File: config.mk
export PLATFORM = sky130hd
export DESIGN_NAME = ascon_perm_scheduler
export DESIGN_NICKNAME = d
export VERILOG_FILES = /design/src/rtl/ascon_perm_scheduler.sv
export SDC_FILE = /design/constraint.sdc
export NUM_CORES = 1
export LEC_CHECK = 0
export ABC_AREA = 1
export CELL_PAD_IN_SITES_DETAIL_PLACEMENT = 2
export CELL_PAD_IN_SITES_GLOBAL_PLACEMENT = 2
export CORE_AREA = 4 4 627 629
export DETAILED_ROUTE_END_ITERATION = 8
export DIE_AREA = 0 0 631 633
export PLACE_DENSITY_LB_ADDON = 0.12
export SLEW_MARGIN = 5
export SYNTH_ARGS = -nofsm -noshare
export SYNTH_HDL_FRONTEND = slang
export SYNTH_SLANG_ARGS = --single-unit
File: constraint.sdc
create_clock -name clk -period 1.9 [get_ports clk]
set_input_delay 0.19 -clock clk [delete_from_list [all_inputs] [get_ports clk]]
set_output_delay 0.19 -clock clk [all_outputs]
set_load 0.01 [all_outputs]
File: src/rtl/ascon_perm_scheduler.sv
// rtl/ascon_perm_scheduler.sv - shares one 2-round/cycle Ascon permutation core between two requesters
// Optional per-requester completion counters: define ASCON_SCHED_STATS_EN.
module ascon_perm_scheduler #(
    parameter int RR_EN = 1,
    parameter int CNT_W = 16
) (
    input  logic         clk,
    input  logic         reset,
    input  logic [1:0]   req_valid,
    output logic [1:0]   req_ready,
    input  logic [1:0]   req_rounds0,
    input  logic [1:0]   req_rounds1,
    input  logic [319:0] req_state0,
    input  logic [319:0] req_state1,
    output logic [319:0] core_in,
    output logic [7:0]   core_aa,
    input  logic [319:0] core_out,
    output logic         resp_valid,
    input  logic         resp_ready,
    output logic         resp_id,
    output logic [319:0] resp_state
`ifdef ASCON_SCHED_STATS_EN
    ,
    output logic [CNT_W-1:0] perm_cnt0,
    output logic [CNT_W-1:0] perm_cnt1
`endif
);

    typedef enum logic [1:0] {
        IDLE = 2'd0,
        RUN  = 2'd1,
        HOLD = 2'd2
    } fsm_t;

    fsm_t           fsm;
    logic [319:0]   state_q;
    logic [2:0]     it_left;
    logic           rr_ptr;
    logic           any_valid;
    logic           grant_id;
    logic [1:0]     code_sel;

    always_comb begin
        any_valid = |req_valid;
        if (RR_EN != 0 && rr_ptr)
            grant_id = req_valid[1] ? 1'b1 : 1'b0;
        else
            grant_id = req_valid[0] ? 1'b0 : 1'b1;
        req_ready = 2'b00;
        if (fsm == IDLE && any_valid)
            req_ready = grant_id ? 2'b10 : 2'b01;
        code_sel = grant_id ? req_rounds1 : req_rounds0;
    end

    always_ff @(posedge clk) begin
        if (reset) begin
            fsm        <= IDLE;
            state_q    <= '0;
            core_aa    <= 8'hFF;
            resp_valid <= 1'b0;
            resp_id    <= 1'b0;
            it_left    <= 3'd0;
            rr_ptr     <= 1'b0;
        end else begin
            case (fsm)
                IDLE: begin
                    if (any_valid) begin
                        state_q <= grant_id ? req_state1 : req_state0;
                        resp_id <= grant_id;
                        rr_ptr  <= ~grant_id;
                        // first constant byte is that of the first double-round of p^(2*N_it)
                        case (code_sel)
                            2'b01: begin it_left <= 3'd4; core_aa <= 8'hC3; end
                            2'b10: begin it_left <= 3'd3; core_aa <= 8'hA5; end
                            default: begin it_left <= 3'd6; core_aa <= 8'hFF; end
                        endcase
                        fsm <= RUN;
                    end
                end
                RUN: begin
                    state_q <= core_out;
                    core_aa <= core_aa - 8'h1E;
                    it_left <= it_left - 3'd1;
                    if (it_left == 3'd1) begin
                        fsm        <= HOLD;
                        resp_valid <= 1'b1;
                    end
                end
                HOLD: begin
                    if (resp_ready) begin
                        resp_valid <= 1'b0;
                        fsm        <= IDLE;
                    end
                end
                default: fsm <= IDLE;
            endcase
        end
    end

    assign core_in    = state_q;
    assign resp_state = state_q;

`ifdef ASCON_SCHED_STATS_EN
    always_ff @(posedge clk) begin
        if (reset) begin
            perm_cnt0 <= '0;
            perm_cnt1 <= '0;
        end else if (resp_valid && resp_ready) begin
            if (!resp_id && perm_cnt0 != '1)
                perm_cnt0 <= perm_cnt0 + 1'b1;
            if (resp_id && perm_cnt1 != '1)
                perm_cnt1 <= perm_cnt1 + 1'b1;
        end
    end
`endif

endmodule

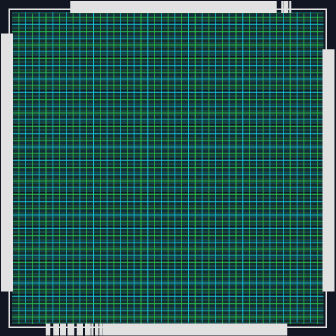
*Floorplan with the power grid*
(0.5 px per um) Pins as bars on the die edge.
colour	net
cyan	VDD
green	VSS
signal pins	1621
met5 straps	45
rows	229
core area: 388000 um^2
VDD IR-drop max: 0.532 mV

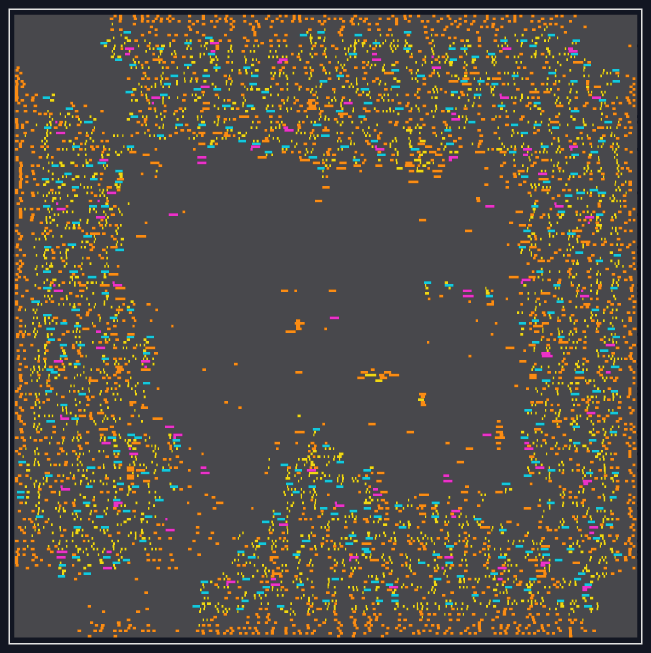
*Placed cells, one colour a class*
(1 px per um) Fill, decap, tap and diode cells in grey.
colour	class	cells	share of their area
yellow	combinational and other logic	2669	31%
magenta	clock drivers and dummy loads	125	5.2%
cyan	flops	336	16%
orange	other buffers and delay cells	2106	48%
Final Util: 13.4%
Seq area share: 13.6%
row cnt: 229
fin area: 52100 um^2

[placed cells by master (no fill, tap or decap), types with 51 or more instances in the layout]
cell type | Yosys | routed
a21oi_1 | 328 | 176
a21oi_2 | 0 | 152
buf_12 | 0 | 90
buf_4 | 321 | 236
clkbuf_16 | 0 | 86
clkdlybuf4s50_1 | 0 | 967
dfxtp_1 | 336 | 167
dfxtp_2 | 0 | 118
dfxtp_4 | 0 | 51
dlygate4sd2_1 | 0 | 511
dlygate4sd3_1 | 0 | 69
inv_1 | 343 | 339
nand2_1 | 665 | 473
nand2_2 | 2 | 101
nand2_4 | 0 | 89
nand3_1 | 971 | 968
o21ai_0 | 328 | 228
o21ai_1 | 0 | 54
[power by group through the flow]
stage | sequential, mW | clock (mW) | combinational (mW)
floorplan | 9.41 | 0 | 6.47
global placement | 10.1 | 0 | 18.0
detailed placement | 10.1 | 0 | 18.0
CTS | 10.3 | 14.8 | 19.5
global route | 10.3 | 14.8 | 20.8
finish | 10.1 | 13.7 | 19.2
[sequential cells by signal, summed over array words and instances (netlist names)]
| register | count |
|---|---|
| core_aa | 8 |
| core_in | 320 |
| fsm | 2 |
| it_left | 3 |
| resp_id | 1 |
| resp_valid | 1 |
| rr_ptr | 1 |
[area by class of cell]
cell class / instances / share of cell area, %
antenna: 49 / 0.236
clock buffer: 113 / 4.20
clock inverter: 12 / 0.320
inverter: 344 / 2.55
multi-input combinational: 2324 / 24.3
sequential: 336 / 13.6
tap: 5197 / 12.5
timing repair buffer: 2106 / 42.3
timing repair inverter: 1 / 0.0312
[timing repair]
item                                    CTS  global route
setup endpoints to repair               872           345
gates resized                          1623           185
gates cloned                             30            13
pin swaps                               193            36
hold buffers                             69             0
setup buffers                            62            15
endpoints found under the hold margin    85             0
[metrics by stage]
step                total power, mW  instance area (um^2)
floorplan                      15.9                 22600
global placement               28.1                 44900
detailed placement             28.1                 44900
CTS                            44.6                 51100
global route                   45.9                 52000
finish                         43.1                 52100
[path summary, 6_finish.rpt]
kind / to / from / slack [ns] / cells after the start
setup / recovery: req_ready[1] / fsm[1] / -0.30 / 7
hold / removal: core_in[63] / core_out[63] / 0.11 / 5
setup reg to reg: core_in[217] / fsm[1] / -0.12 / 13
hold reg to reg: core_aa[0] / core_aa[0] / 0.45 / 2
[logic make-up (layout without fill, tap and decap cells)]
kind of cell             count (synthesis)  after routing
adder cells (fa/ha/maj)                  6              6
other                                    0             49
AND-OR/OR-AND                          661            661
buffers and inverters                  983           2576
AND/OR/NAND/NOR                       1657           1657
flip-flops                             336            336
[metal layers]
layer / vias to the layer above / global-route usage [%] / share of wire [%]
met1: 16000 / 15.1 / 37
met4: 110 / 2.92 / 2.2
met2: 1052 / 28.2 / 55
met3: 362 / 3.90 / 5.9
met5: - / 0 / 0.23
li1: 14900 / - / -
[cells in the mapped netlist]
library cell,number
nand3_1,971
nand2_1,665
inv_1,343
dfxtp_1,336
a21oi_1,328
o21ai_0,328
buf_4,321
clkbuf_1,201
buf_2,95
buf_1,20
nor2_1,14
ha_1,6
nand4_1,3
buf_6,2
nand2_2,2
or2_2,2
a211oi_1,1
clkinv_2,1
o21ai_2,1
o21bai_1,1
o22ai_1,1
o31ai_1,1
==> results.ini <==
[die]
fp.dieArea_um2 = 399000
fp-utilization_pct = 5.83
die_height_um = 633
boundaryPins = 1621

[logic_synthesis]
syn_area_um2 = 22600
largest_area_cell = dfxtp_1
ys_seq_share_pct = 29.8
synthCells = 3643
syn_area_per_cell_um2 = 6.20
top_cells_by_area = dfxtp_1 (30%), nand3_1 (21%), nand2_1 (11%), buf_4 (11%), a21oi_1 (7.3%)
logic_family = simple AND/OR/NAND/NOR gates
aoi_share_pct = 14.7

[final_timing]
skew_ns = 0.0491
period_needed_ns = 2.20
setup_violations = 220
hold_viol_final = 0
rsz0062_at_grt = true
fin_ws_ns = -0.305

[flow_run]
openroad.warnings = 31
max_cap_viol_count = 0

[setup_path]
path_common_cell = buf_6
worstSetupEndpointType = primary output
crit_fanout = 11
worstSetupStartpointType = flip-flop
critPathTopFamily = buffers and inverters
crit_required_ns = 1.71
crit_path_top_delay_cell = dfxtp_2
arrival_ns = 2.01

[finish]
syn2layout_area_growth_pct = 130
drive_gt1_share_pct = 23.2
comb_area_um2 = 12700

[placement]
post-dp-hpwl_um = 243000
dp_cells = 10100
place_ws_ns = -0.570

[outcome]
status = complete, but fails checks
violations = negative setup slack

[power_and_ir_drop]
seqPwrFrac_pct = 23.5
clock_power_share_pct = 31.9

[routing]
drc_errors = 0
drtPass1Iterations = 5

[clock_tree]
htreeDepth = 3
cts_buffers = 72

[grt]
grt_use_total_pct = 14.4

No activity file was given, so power comes from the tool's default toggle rates.
